## config.mk

```make
export PLATFORM = sky130hd
export DESIGN_NAME = etapa_fetch
export DESIGN_NICKNAME = d
export VERILOG_FILES = /design/src/rtl/proc_vec_pkg.sv /design/src/rtl/fifo_fetch.sv /design/src/rtl/etapa_fetch.sv
export SDC_FILE = /design/constraint.sdc
export NUM_CORES = 1
export LEC_CHECK = 0
export ABC_AREA = 1
export CORE_MARGIN = 2
export CORE_UTILIZATION = 35
export DETAILED_ROUTE_END_ITERATION = 16
export SETUP_SLACK_MARGIN = 0.4
export SKIP_CTS_REPAIR_TIMING = 1
export SYNTH_ARGS = -nofsm -noshare
export SYNTH_HDL_FRONTEND = slang
export SYNTH_SLANG_ARGS = --single-unit
```

## constraint.sdc

```tcl
create_clock -name clk -period 3.1 [get_ports clk]
set_input_delay 0.93 -clock clk [delete_from_list [all_inputs] [get_ports clk]]
set_output_delay 0.93 -clock clk [all_outputs]
set_load 0.1 [all_outputs]
```

## src/rtl/proc_vec_pkg.sv

```systemverilog
// Shared definitions for the vector processor front end.
// Widths, HALT opcode and the fetch FSM state encoding.
package proc_vec_pkg;

    localparam int DEF_ADDR_W  = 8;
    localparam int DEF_INSTR_W = 14;

    localparam logic [3:0] HALT_OPCODE = 4'hF;

    typedef enum logic [1:0] {
        IDLE,
        REQ,
        FULL,
        HALT
    } fetch_state_t;

endpackage

```

## src/rtl/fifo_fetch.sv

```systemverilog
// Two-entry prefetch queue of {pc, instruction}.
// Slot 0 is always the head; flush wins over push.
module fifo_fetch
    import proc_vec_pkg::*;
#(
    parameter int ADDR_W  = DEF_ADDR_W,
    parameter int INSTR_W = DEF_INSTR_W
) (
    input  logic               clk,
    input  logic               rst,
    input  logic               push,
    input  logic               pop,
    input  logic               flush,
    input  logic [ADDR_W-1:0]  push_pc,
    input  logic [INSTR_W-1:0] push_instr,
    output logic [ADDR_W-1:0]  head_pc,
    output logic [INSTR_W-1:0] head_instr,
    output logic [1:0]         count,
    output logic               empty,
    output logic               full
);

    logic [ADDR_W-1:0]  pc0, pc1;
    logic [INSTR_W-1:0] ins0, ins1;
    logic [1:0]         cnt;
    logic               do_pop, do_push;

    assign do_pop  = pop && (cnt != 2'd0);
    assign do_push = push && ((cnt != 2'd2) || do_pop);

    assign head_pc    = pc0;
    assign head_instr = ins0;
    assign count      = cnt;
    assign empty      = (cnt == 2'd0);
    assign full       = (cnt == 2'd2);

    // Shift-style storage so the head always sits in slot 0
    always_ff @(posedge clk or posedge rst) begin
        if (rst) begin
            pc0  <= '0;
            pc1  <= '0;
            ins0 <= '0;
            ins1 <= '0;
            cnt  <= 2'd0;
        end else if (flush) begin
            cnt <= 2'd0;
        end else begin
            case ({do_push, do_pop})
                2'b10: begin
                    if (cnt == 2'd0) begin
                        pc0  <= push_pc;
                        ins0 <= push_instr;
                    end else begin
                        pc1  <= push_pc;
                        ins1 <= push_instr;
                    end
                    cnt <= cnt + 2'd1;
                end
                2'b01: begin
                    pc0  <= pc1;
                    ins0 <= ins1;
                    cnt  <= cnt - 2'd1;
                end
                2'b11: begin
                    if (cnt == 2'd1) begin
                        pc0  <= push_pc;
                        ins0 <= push_instr;
                    end else begin
                        pc0  <= pc1;
                        ins0 <= ins1;
                        pc1  <= push_pc;
                        ins1 <= push_instr;
                    end
                end
                default: ;
            endcase
        end
    end

endmodule

```

## src/rtl/etapa_fetch.sv

```systemverilog
// Instruction fetch stage: PC, imem handshake, 2-entry prefetch.
// Optional FETCH_HALT_EN stops fetching after a HALT opcode.
module etapa_fetch
    import proc_vec_pkg::*;
#(
    parameter int                ADDR_W   = DEF_ADDR_W,
    parameter int                INSTR_W  = DEF_INSTR_W,
    parameter logic [ADDR_W-1:0] RESET_PC = '0
) (
    input  logic               clk,
    input  logic               rst,
    output logic               imem_req,
    output logic [ADDR_W-1:0]  imem_addr,
    input  logic               imem_ack,
    input  logic [INSTR_W-1:0] imem_data,
    input  logic               stall,
    input  logic               branch_taken,
    input  logic [ADDR_W-1:0]  branch_target,
    output logic [INSTR_W-1:0] instruction_out,
    output logic [ADDR_W-1:0]  pc_out,
    output logic               valid_out
);

    fetch_state_t      state_q, state_d;
    logic [ADDR_W-1:0] fetch_pc_q, fetch_pc_d;
    logic [ADDR_W-1:0] addr_q, addr_d;
    logic              discard_q, discard_d;
    logic              ack_ok, flush, push, pop;
    logic              fifo_empty, fifo_full;
    logic [1:0]        fifo_count, occ_next;

    assign imem_req  = (state_q == REQ);
    assign imem_addr = addr_q;
    assign valid_out = !fifo_empty;

    // Acks are only meaningful while a request is on the bus
    assign ack_ok = imem_req && imem_ack;
`ifdef FETCH_HALT_EN
    assign flush = branch_taken && (state_q != HALT);
`else
    assign flush = branch_taken;
`endif
    assign pop      = valid_out && !stall && !flush;
    assign push     = ack_ok && !discard_q && !flush;
    assign occ_next = flush ? 2'd0
                    : fifo_count + {1'b0, push} - {1'b0, pop};

    fifo_fetch #(
        .ADDR_W (ADDR_W),
        .INSTR_W(INSTR_W)
    ) u_fifo (
        .clk       (clk),
        .rst       (rst),
        .push      (push),
        .pop       (pop),
        .flush     (flush),
        .push_pc   (addr_q),
        .push_instr(imem_data),
        .head_pc   (pc_out),
        .head_instr(instruction_out),
        .count     (fifo_count),
        .empty     (fifo_empty),
        .full      (fifo_full)
    );

    // Next state, next PC and next request address
    always_comb begin
        state_d    = state_q;
        fetch_pc_d = fetch_pc_q;
        addr_d     = addr_q;
        discard_d  = discard_q;
        if (ack_ok) discard_d = 1'b0;
        if (push) fetch_pc_d = addr_q + 1'b1;
        if (flush) fetch_pc_d = branch_target;
        if (flush && imem_req && !imem_ack) discard_d = 1'b1;
        unique case (state_q)
            IDLE: begin
                state_d = REQ;
                addr_d  = fetch_pc_d;
            end
            REQ: begin
                if (ack_ok) begin
                    if (occ_next == 2'd2) begin
                        state_d = FULL;
                    end else begin
                        addr_d = fetch_pc_d;
                    end
                end
            end
            FULL: begin
                if (!fifo_full || pop || flush) begin
                    state_d = REQ;
                    addr_d  = fetch_pc_d;
                end
            end
            default: ;
        endcase
`ifdef FETCH_HALT_EN
        if (push && imem_data[INSTR_W-1 -: 4] == HALT_OPCODE)
            state_d = HALT;
`endif
    end

    // Fetch control registers
    always_ff @(posedge clk or posedge rst) begin
        if (rst) begin
            state_q    <= IDLE;
            fetch_pc_q <= RESET_PC;
            addr_q     <= RESET_PC;
            discard_q  <= 1'b0;
        end else begin
            state_q    <= state_d;
            fetch_pc_q <= fetch_pc_d;
            addr_q     <= addr_d;
            discard_q  <= discard_d;
        end
    end

endmodule

```

==> flow_summary.toml, run 1 <==
# implementation run metrics
[outcome]
status = "finished, final reports clean"

[setup_path]
r2r-end = "imem_addr[5]$_DFFE_PP0P_"
crit_chain = "clkdlybuf4s50_1 > nor2_4 > nand2_4 > inv_2 > ha_1 > inv_1 > ha_1 > nor2_1 > nand3_1 > nand2_4 > nand2_2 > nand2_1 > nand2_1"
timing.rr.start = "u_fifo.count[1]$_DFFE_PP0P_"
endpoint = "imem_addr[5]$_DFFE_PP0P_"
cp.buffers_inverters = 3
cp_slowest_cell = "clkdlybuf4s50_1"
cp_max_fo = 8
crit_path_end_kind = "flip-flop"

[place]
dpl_cell_area_um2 = 4380

[cts]
cts_sinks = 65
root_buffer = "clkbuf_8"
cts.clk_slew.worst_paths_ns = 0.07
h-tree-depth = 3
tritoncts = "built"
cts_buffers = 9

[final_timing]
tightest_slew_ns = 0.590
final-hold-violation-count = 0
fin_crit_ns = 2.59
fin_setup_tns_ns = 0
grt_setup_unrepaired = "false"

[finish]
comb_area_um2 = 1810
fill_cells = 1058
final_area_um2 = 4570

[global_routing]
grt-ovfl-total = 0
grt_use_met2_pct = 28.3
use_met1_pct = 23.3
busiest_layer = "met2"

[logic_synthesis]
aoi_share_pct = 5.02
ys_warn_count = 0
mux_area_share_pct = 0.303
post_synth.cell_area_avg_um2 = 6.96
xor_share_pct = 0.236
synthCells = 533
synth_stat.cells = 533

[routing]
wl_met3_um = 426
drt-vias-per-instance = 4.79

[die]
die-area_um2 = 11400
run 1: cell type report:
type,instances,share of cell area (%)
clock buffer,11,3.09
tap,136,3.72
multi-input combinational,401,39.6
sequential,65,35.6
clock inverter,5,0.684
inverter,43,3.67
timing repair buffer,73,13.7
run 1: synthesized netlist by cell type:
cell type / n / share of area, %
nand2_1: 266 / 27
inv_2: 4 / 0.40
buf_6: 2 / 0.61
nand2_4: 2 / 0.61
dfrtp_1: 65 / 44
ha_1: 6 / 2.0
xor2_1: 1 / 0.24
a21oi_2: 1 / 0.24
a21oi_4: 1 / 0.44
or2_2: 2 / 0.34
nand2_2: 4 / 0.67
o21ai_1: 2 / 0.27
nand3_1: 72 / 9.7
buf_2: 10 / 1.3
buf_1: 1 / 0.10
buf_4: 6 / 1.2
nor2_4: 2 / 0.61
o21ai_2: 3 / 0.71
inv_1: 39 / 3.9
clkbuf_1: 5 / 0.51
nand4_1: 2 / 0.34
mux2_2: 1 / 0.30
nor2_2: 3 / 0.51
o21ai_0: 25 / 3.4
nor2_1: 8 / 0.81
run 1: stage by stage:
| step | utilization (%) | hold slack [ns] | worst slack (ns) |
|---|---|---|---|
| after detailed placement | 42.4 | 0.467 | 0.0646 |
| after global placement | 42.4 | 0.463 | 0.127 |
| after floorplan | - | 0.460 | 0.403 |
| final | 44.3 | 0.480 | 0.511 |
| after CTS | 44.1 | 0.487 | 0.443 |
| after global routing | 44.3 | 0.505 | 0.397 |
run 1: cell usage in the layout (no fill, tap or decap), types with 3 or more instances in the layout:
cell type,count
nand2_1,265
o21ai_0,25
inv_2,5
nor2_4,3
nand2_4,3
nor2_2,3
buf_4,46
o21ai_2,3
clkinv_2,3
inv_1,36
ha_1,5
nor2_1,7
clkdlybuf4s50_1,26
nand2_2,4
nand3_1,72
clkbuf_8,10
dfrtp_1,65
Figure 1. The metal 2 layer (run 1).
Cells faint in the background.
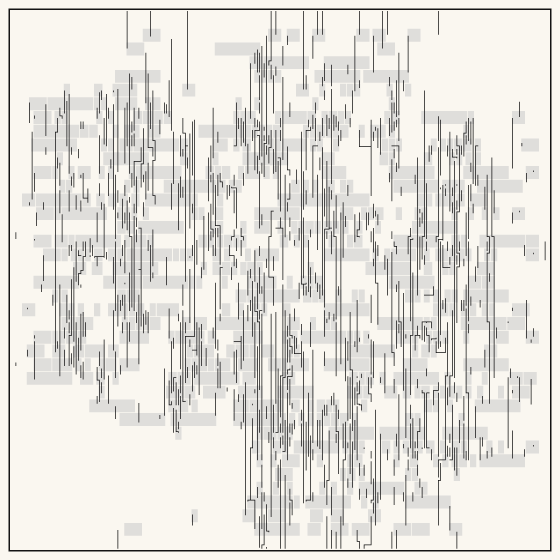
The layer holds 47% of the routed length. 462 nets have wire on it. The longest straight run is 43.5 um. The layer carries 4,350 um of wire.

Figure 2. Cell outlines without signal wires (run 1).
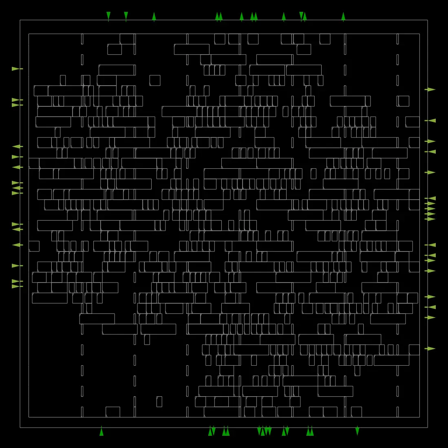
final non-filler cell total: 734
Seq cells: 65
Site Rows: 37
core area: 10,300 um2
utilization after layout: 44.3%

Figure 3. Port wiring (run 1).
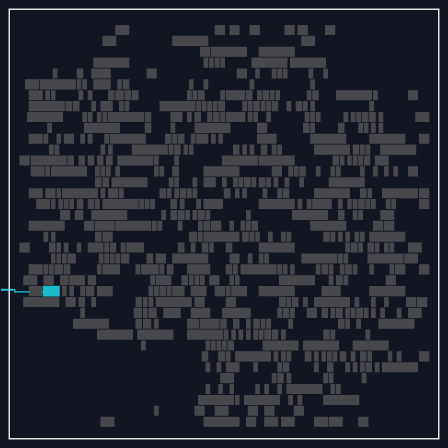
stall: in cyan, bits 1, direction input, end cells 1, buffers 1, wire 5.30 um.

Figure 4. Placed cells, one colour a class (run 1).
Fill, decap, tap and diode cells in grey.
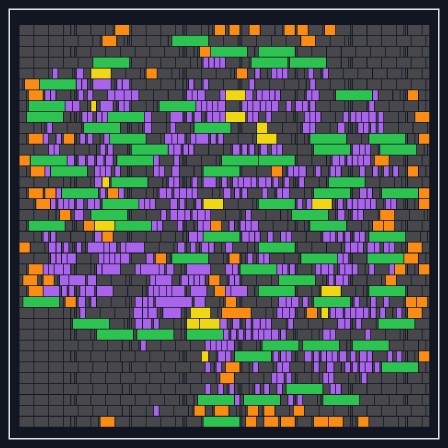

==> run 1 -> run 2 <==
==> constraint.sdc (replaced) <==
create_clock -name clk -period 2.7 [get_ports clk]
set_input_delay 0.81 -clock clk [delete_from_list [all_inputs] [get_ports clk]]
set_output_delay 0.81 -clock clk [all_outputs]
set_load 0.1 [all_outputs]
Figure 5. Placed cells, one colour a class (run 2).
Fill, decap, tap and diode cells in grey.
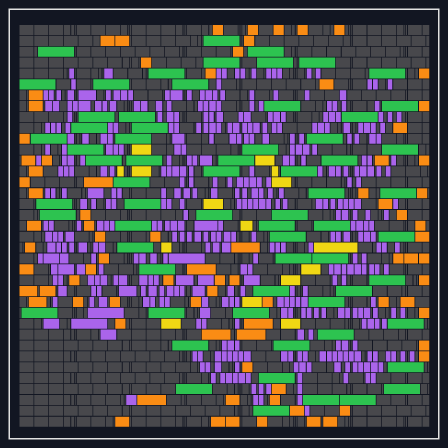
combinational and other logic: in purple, cells 444. other buffers and delay cells: in orange, cells 81. flops: in green, cells 65. clock drivers and dummy loads: in yellow, cells 15.

Figure 6. The metal 3 layer (run 2).
Scale bar: 20 um.
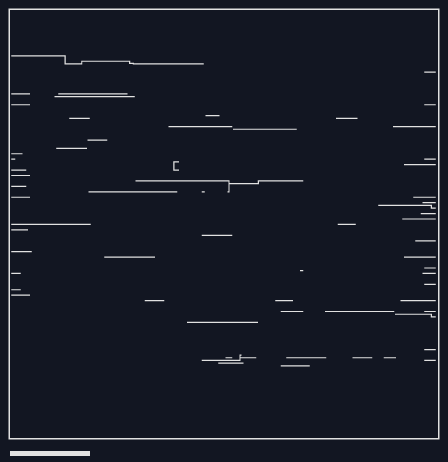
The wires run mostly horizontal. The longest straight run is 23.2 um. The layer holds 5.5% of the routed length. The layer carries 507 um of wire.

Figure 7. The metal 2 layer (run 2).
Cells faint in the background.
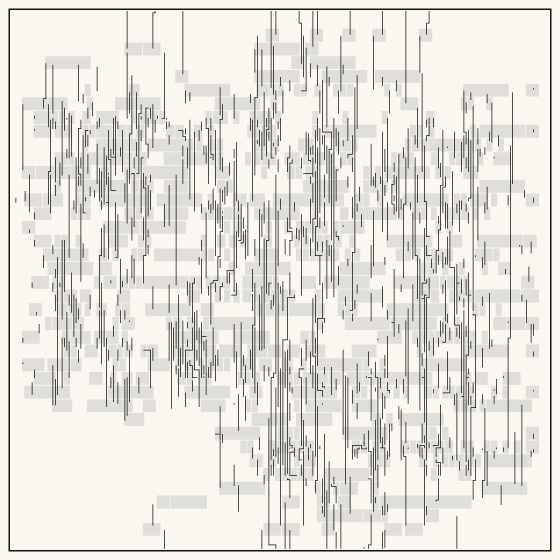
The wires run mostly vertical. The layer holds 47% of the routed length. The longest straight run is 40.5 um.

==> run 2 against run 1 <==
  * Wire length shrank 0.93%
  * Worst setup slack gained 0.057 ns
  * Critical path depth shrank 9
  * Final area grew 4.2%
  * Via count grew 0.14%
==> flow_summary.toml, run 2 <==
# implementation run metrics
[logic_synthesis]
yosys.area.top_type = "dfrtp_1"
mux_area_share_pct = 0.303
synthCells = 533
post_synth.cell_area_avg_um2 = 6.96
edf_count = 0
synth.top_cells.by_count = "nand2_1, nand3_1, dfrtp_1"
aoi_share_pct = 5.02
synthArstFlopShare_pct = 100
ys_warn_count = 0
xor_share_pct = 0.236

[cts]
tritoncts = "built"
cts.clk_slew.worst_paths_ns = 0.08
cts_sinks = 65

[setup_path]
cp_slowest_cell = "dfrtp_1"
endpoint = "valid_out"
crit_chain = "inv_2 > ha_4 > clkinvlp_4 > buf_12"
r2r-end = "imem_addr[1]$_DFFE_PP0P_"
timing.rr.start = "u_fifo.count[0]$_DFFE_PP0P_"

[final_timing]
grt_setup_unrepaired = "false"
final-hold-violation-count = 0

[outcome]
status = "finished, final reports clean"

[global_routing]
grt_use_met2_pct = 28.4

[die]
fp-row-count = 37

[place]
dpl_cell_area_um2 = 4540

[finish]
lay_top_cells = "nand2_1, nand3_1, dfrtp_1, buf_4, inv_1"
utilization_pct = 46.2
fill_cells = 1032
final_area_um2 = 4770
[run 2: cell count changes in the layout (fill, tap and decap cells not counted)]
| cell | change |
|---|---|
| buf_6 | +1 |
| clkinvlp_4 | +1 |
| inv_1 | -2 |
| clkdlybuf4s50_1 | -2 |
| buf_4 | +1 |
| ha_4 | +2 |
| bufinv_16 | +1 |
| clkinv_2 | -1 |
| inv_2 | +1 |
| dlymetal6s2s_1 | +2 |
| ha_1 | -2 |
| clkbuf_1 | -1 |
| buf_12 | +6 |
[run 2: per-stage QoR]
step	hold WS, ns	std cells	setup WS, ns	setup TNS, ns
CTS	0.488	738	0.342	0
floorplan	0.460	533	0.107	0
global route	0.514	741	0.429	0
detailed placement	0.467	723	-0.0206	-0.0765
finish	0.485	741	0.568	0
global placement	0.463	723	0.0473	0
[run 2: final cells by class]
type	instances	area, um2	share of cell area, %
clock buffers	10	138	2.89
clock inverters	5	56.3	1.18
inverters	43	171	3.59
multi-input cells	401	1840	38.5
flip-flops and latches	65	1630	34.1
well taps	136	170	3.57
repair buffers	81	769	16.1
[run 2: kinds of logic after synthesis]
group	after synthesis
and+or+nand+nor	361
buffers and inverters	67
DFF	65
AOI/OAI and AO/OA	32
adders and majority gates	6
xor gates and xnor gates	1
muxes	1
[run 2: worst min-delay path, delay by kind of cell, from the launching register on]
family	cells	cell delay, ns
flops	1	0.35
simple gates	2	0.10
Figure 8. Cell outlines without signal wires (run 2).
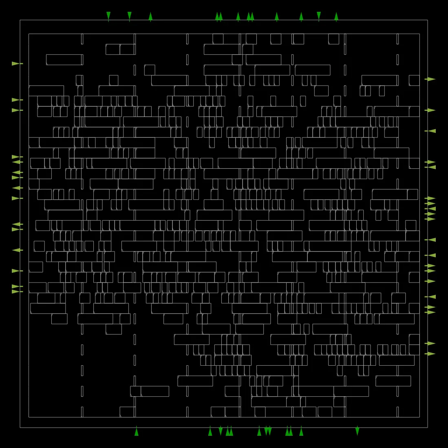

==> run 2 -> run 3 <==
==> constraint.sdc (replaced) <==
create_clock -name clk -period 1.9 [get_ports clk]
set_input_delay 0.57 -clock clk [delete_from_list [all_inputs] [get_ports clk]]
set_output_delay 0.57 -clock clk [all_outputs]
set_load 0.1 [all_outputs]
Figure 9. Cell outlines without signal wires (run 3).
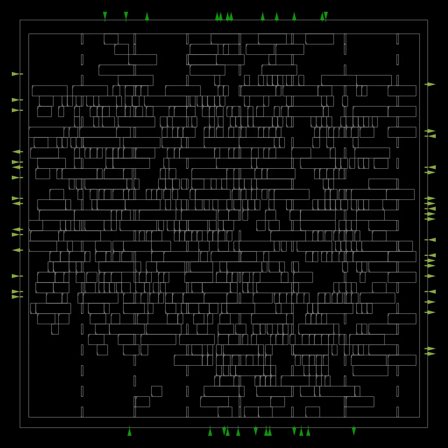
utilization after layout: 53.0%
Layout fillers: 967

Figure 10. The metal 2 layer (run 3).
Cells faint in the background.
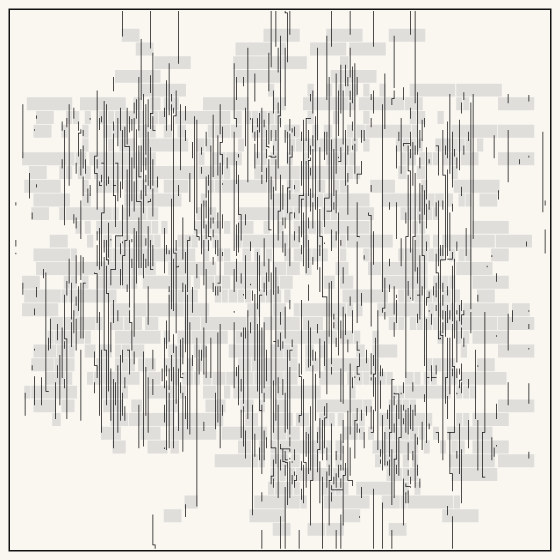
494 nets have wire on it. The layer holds 50% of the routed length. The wires run mostly vertical.

Figure 11. Port wiring (run 3).
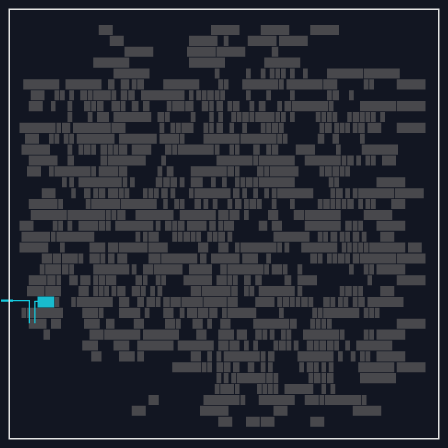
stall: in cyan, bits 1, direction input, end cells 1, buffers 1, wire 16.3 um.

==> run 3 against run 2 <==
  * The run now ends with negative setup slack left
  * Die size unchanged
  * Flip-flop count unchanged
  * Worst hold slack improved by 0.010 ns
  * Wire length increased by 8.3%
  * Highest routed layer unchanged
==> flow_summary.toml, run 3 <==
# implementation run metrics
[outcome]
status = "finished with violations"
failed_checks = "negative setup slack"

[final_timing]
final-hold-violation-count = 0
setup_viol = 11
worst_slack_ns = -0.128
grt_setup_unrepaired = "true"
whs_ns = 0.495

[setup_path]
timing.rr.start = "u_fifo.count[0]$_DFFE_PP0P_"
crit_chain = "inv_2 > ha_4 > clkinvlp_4 > nand2_4 > inv_4 > ha_4 > inv_2 > ha_4 > nor2_4 > nand3_2 > nand2_4 > nand2_8 > nand2_1 > nand2_1"
r2r-end = "imem_addr[7]$_DFFE_PP0P_"
critPathMostFrequentCell = "ha_4"

[logic_synthesis]
yosys.area.top_type = "dfrtp_1"
edf_count = 0
synth.top_cells.by_count = "nand2_1, nand3_1, dfrtp_1"
post_synth.cell_area_avg_um2 = 6.96
ys_warn_count = 0
synthCells = 533
synth.most_common_cell = "nand2_1"
synthArstFlopShare_pct = 100

[finish]
lay_top_cells = "nand2_1, nand3_1, dfrtp_1, buf_12, buf_4"
seqCellArea_um2 = 1640
comb_area_um2 = 1940
final_cells = 766

[cts]
cts.clk_slew.worst_paths_ns = 0.07
cts_sinks = 65
insertion_delay_ns = 0.34

[die]
fp-row-count = 37
die_y_um = 107

[routing]
drt-vias-per-instance = 4.82

[global_routing]
grt_use_met2_pct = 31.1

[place]
dp_cells = 740

[worst_hold_path]
min_to = "u_fifo.ins1[12]$_DFFE_PP0P_"
run 3: cell counts after synthesis:
Identical to the previous run, type by type.
run 3: cell families (layout without fill, tap and decap cells):
group / count (synthesis) / count (layout) / share of synthesized area (%)
fa+ha+maj: 6 / 6 / 2.02
simple gates: 361 / 362 / 40.5
xor+xnor: 1 / 1 / 0.236
mux: 1 / 1 / 0.303
buf+inv: 67 / 163 / 8.12
compound gates: 32 / 32 / 5.02
flops: 65 / 65 / 43.8
run 3: metrics by stage:
stage	TNS [ns]	setup WS (ns)	utilization (%)	instance area [um2]
final	-1.11	-0.128	53.0	5480
after global placement	-24.69	-0.546	49.0	5060
after detailed placement	-26.44	-0.630	49.0	5060
after global routing	-2.37	-0.247	53.0	5480
after CTS	-4.46	-0.264	51.1	5280
after floorplan	-11.78	-0.689	-	3790
run 3: worst max path at each step:
| stage | from | endpoint | depth (start not counted) |
|---|---|---|---|
| after floorplan | u_fifo.count[0]$_DFFE_PP0P_ | imem_addr[1]$_DFFE_PP0P_ | 14 |
| after global placement | branch_taken | imem_addr[1]$_DFFE_PP0P_ | 13 |
| after detailed placement | branch_taken | imem_addr[3]$_DFFE_PP0P_ | 13 |
| after CTS | branch_taken | imem_addr[3]$_DFFE_PP0P_ | 13 |
| after global routing | u_fifo.count[0]$_DFFE_PP0P_ | imem_addr[7]$_DFFE_PP0P_ | 14 |
| final | u_fifo.count[0]$_DFFE_PP0P_ | imem_addr[7]$_DFFE_PP0P_ | 14 |
run 3: area by class of cell:
cell class / instances / share of cell area [%]
multi-input cells: 402 / 35.4
flip-flops and latches: 65 / 29.9
repair buffers: 104 / 24.5
inverters: 43 / 3.13
well taps: 136 / 3.11
clock buffers: 11 / 2.58
clock inverters: 5 / 1.44
